==> config.mk <==
export PLATFORM = sky130hd
export DESIGN_NAME = interrupt_controller
export DESIGN_NICKNAME = d
export VERILOG_FILES = /design/src/rtl/intc_pkg.sv /design/src/rtl/intc_prio_enc.sv /design/src/rtl/interrupt_controller.sv
export SDC_FILE = /design/constraint.sdc
export NUM_CORES = 1
export LEC_CHECK = 0
export ABC_CLOCK_PERIOD_IN_PS = 3250
export CAP_MARGIN = 20
export CORE_MARGIN = 10
export CORE_UTILIZATION = 49
export DETAILED_ROUTE_END_ITERATION = 16
export PLACE_DENSITY = 0.9
export SETUP_SLACK_MARGIN = 0.05
export SLEW_MARGIN = 20
export SYNTH_ARGS = -nofsm -noshare
export SYNTH_HDL_FRONTEND = slang
export SYNTH_SLANG_ARGS = --single-unit
==> constraint.sdc <==
create_clock -name clk -period 3.25 [get_ports clk]
set_input_delay 0.975 -clock clk [delete_from_list [all_inputs] [get_ports clk]]
set_output_delay 0.975 -clock clk [all_outputs]
set_load 0.005 [all_outputs]
**Clock wires, drivers and flops**

Drawn at 10 px/micron.
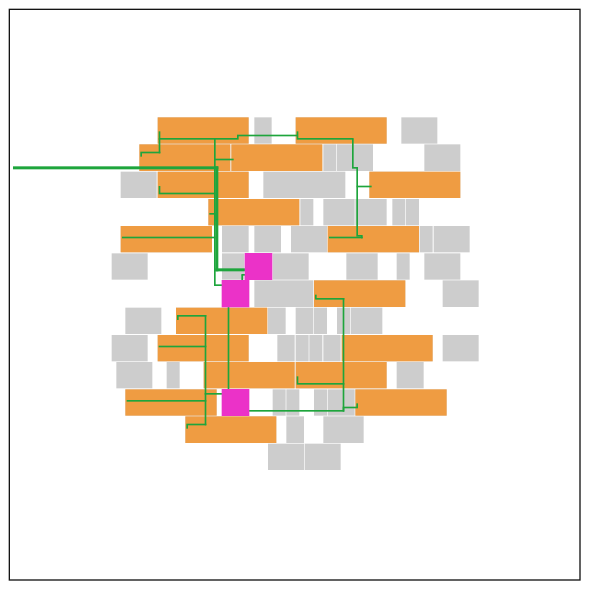
[magenta] clock drivers | count: 3
[orange] flip-flops | count: 18
[green] clock wires | length: 188 microns
routed clock nets: 4
clock group power: 0.104 mW
share of total power in the clock network: 14.8%
source-to-sink clock delay at the later pin of the worst-skew pair: 0.28 ns
Clock Skews: 0.00323 ns

**Cells colored by class**

Drawn at 8 px/micron. Fill, decap, tap and diode cells in gray.
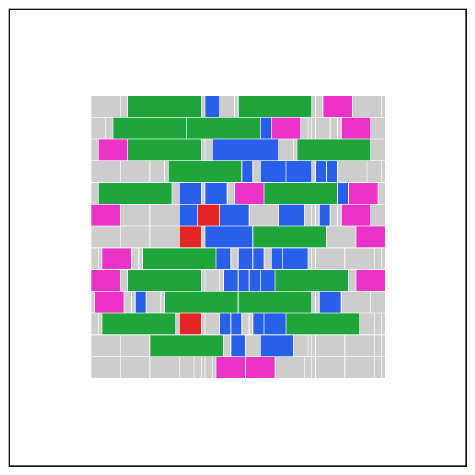
[magenta] other buffers and delay cells | cells: 15
[red] clock drivers | cells: 3
[blue] combinational and other logic | cells: 33
[green] flops | cells: 18
final core area utilization: 65.8%
floorplan row count: 13
flip-flop and latch share of the layout cell area: 52.6%

**Where the registers sit**

Drawn at 8 px/micron. Other sequential cells in the stronger gray, the rest of the logic in the fainter gray.
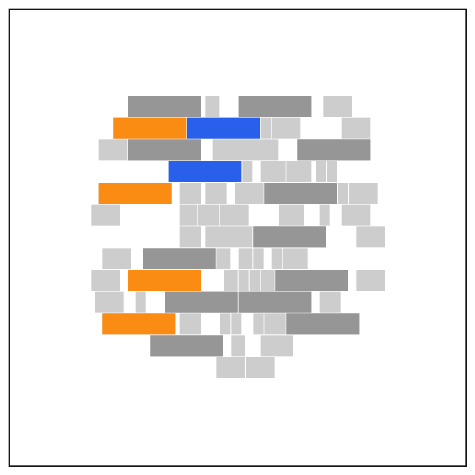
[orange] `req_m` | placed flops: 4
[blue] `cpu_int_vector` | placed flops: 2
not colored: 12
Sequential Power: 0.339 mW
sequential cell area: 450 sq um

**Track usage over the die**

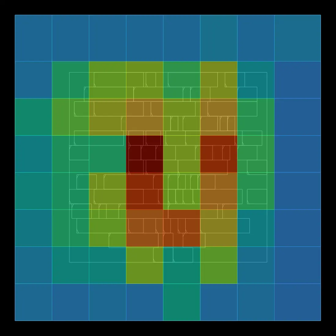
met1 track demand over resource: 8.60%
all-layer global routing usage: 8.12%
post-detailed-route wirelength per cell: 15.6 microns
met2 capacity usage during global routing: 14.0%
met3 track demand over resource: 3.37%

**Power grid**

Drawn at 6 px/micron. Pins as bars on the die edge.
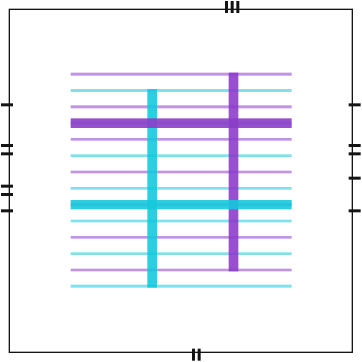
[purple] VDD
[cyan] VSS
rows: 13
signal pins: 16
met4 straps: 2
met5 straps: 2
met1 rails: 14
die outline height: 56.9 microns
chip width: 56.9 microns
worst vdd ir: 0.000478 V
core box area: 1300 sq um

==> flow_metrics.env <==
# yosys + openroad results
export IMPL_run_status="complete, no violations"
export IMPL_hold_buffers=0
export IMPL_logic_gate_fraction_of_the_total_cell_area_pct=23.2
export IMPL_worstHoldPathType="register to register"
export IMPL_final_hold_worst_slack_ns=0.358
export IMPL_timing_final_setup_violations=0
export IMPL_max_slew_margin_rel_pct=56.9
export IMPL_post_route_worst_setup_slack_ns=0.996
export IMPL_synth_edff_count=0
export IMPL_synthTopCellsByArea="sky130_fd_sc_hd__dfrtp_1, sky130_fd_sc_hd__o32ai_1, sky130_fd_sc_hd__nand2_1"
export IMPL_global_route_wire_length_before_repair_microns=2210
export IMPL_post_cts_buffers=0
export IMPL_numSequentialCells=18
export IMPL_final_nets=79
export IMPL_fmax_mhz=444
export IMPL_tritoncts_clock_tree="yes"
export IMPL_cts_root_buf="sky130_fd_sc_hd__clkbuf_4"
export IMPL_timing_critical_path_slowest_stage_cell="sky130_fd_sc_hd__clkdlybuf4s50_1"
export IMPL_synth_avg_cell_area_sq_um=12.8
export IMPL_post_cts_resized_instances=0
export IMPL_postSynthNetCount=60
export IMPL_setup_total_negative_slack_ns=0
export IMPL_layout_cells_most_common_list="sky130_fd_sc_hd__dfrtp_1, sky130_fd_sc_hd__clkdlybuf4s50_1, sky130_fd_sc_hd__nand2_1"
export IMPL_largest_net_degree_at_the_start_of_global_routing=19
export IMPL_post_route_period_util_pct=69.3
export IMPL_fin_total_pwr_mw=0.703
export IMPL_design_die_area_sq_um=3240
export IMPL_floorplan_core_density_pct=51.3
export IMPL_num_antenna_cells=0
export IMPL_detailedPlacementHpwl_microns=990
export IMPL_criticalPathCategory="register to output pin"
export IMPL_layout_drive_gt1_share_pct=8.70
export IMPL_post_synth_most_frequent_cells="sky130_fd_sc_hd__dfrtp_1, sky130_fd_sc_hd__nand2_1, sky130_fd_sc_hd__inv_1, sky130_fd_sc_hd__o32ai_1"
export IMPL_layout_top_cell_excl_fill_tap="sky130_fd_sc_hd__dfrtp_1"
export IMPL_syn_area_sq_um=668
export IMPL_synthDistinctLibCells=18
export IMPL_path_depth=1
export IMPL_placed_area_sq_um=833
export IMPL_ys_area_sq_um=668
export IMPL_htree_num_levels=1
export IMPL_drt_first_iter_violations=9
export IMPL_worstMarginPinSlew_ns=0.645
export IMPL_rsz0062_at_grt="no"
export IMPL_cts_root_to_sink_buffers=2
export IMPL_cell_leakage_power_nw=0.364
export IMPL_worstHoldPathCells=0
export IMPL_yosys_register_bits=18
export IMPL_ys_cells=52
export IMPL_drt_antenna_violating_nets=0
export IMPL_synth_most_common_cell="sky130_fd_sc_hd__dfrtp_1"
export IMPL_dominant_cells="sequential cells"
export IMPL_n_fill_cell=99
export IMPL_syn_to_layout_area_delta_pct=28.1
export IMPL_grt_antenna_before_repair=0
export IMPL_inverters_excl_clock=4
export IMPL_crit_path_max_incr_delay_ns=0.55
export IMPL_netlist_top_cell_by_area="sky130_fd_sc_hd__dfrtp_1"
export IMPL_report_final_hold_viol_count=0
export IMPL_regToRegSetupSlack_ns=1.78
export IMPL_multi_input_comb_cells=29
export IMPL_timing_critical_path_fanout_max=5
kinds of logic (layout without fill, tap and decap cells):
kind of cell / after synthesis / count (layout) / share of synthesized area [%]
AOI/OAI and AO/OA: 14 / 14 / 15.5
buffers and inverters: 5 / 22 / 2.81
muxes: 2 / 2 / 4.87
and+or+nand+nor: 13 / 13 / 9.36
DFF: 18 / 18 / 67.4
layer usage:
metal	vias up	part of all wire, %	GRT usage, %	routed length (microns)
met1	238	39	8.60	515
li1	217	-	-	-
met3	2	8.2	3.37	107
met2	19	52	14.0	679
met5	-	0	0	0
met4	0	0.76	3.02	10
report_power, final:
group	internal, mW	switching [mW]	leakage, nW
combinational	0.141	0.119	0.135
clock	0.0429	0.0611	0.0138
sequential	0.284	0.0553	0.215
Power figures rest on the tool's default switching activity, not on a simulated workload.
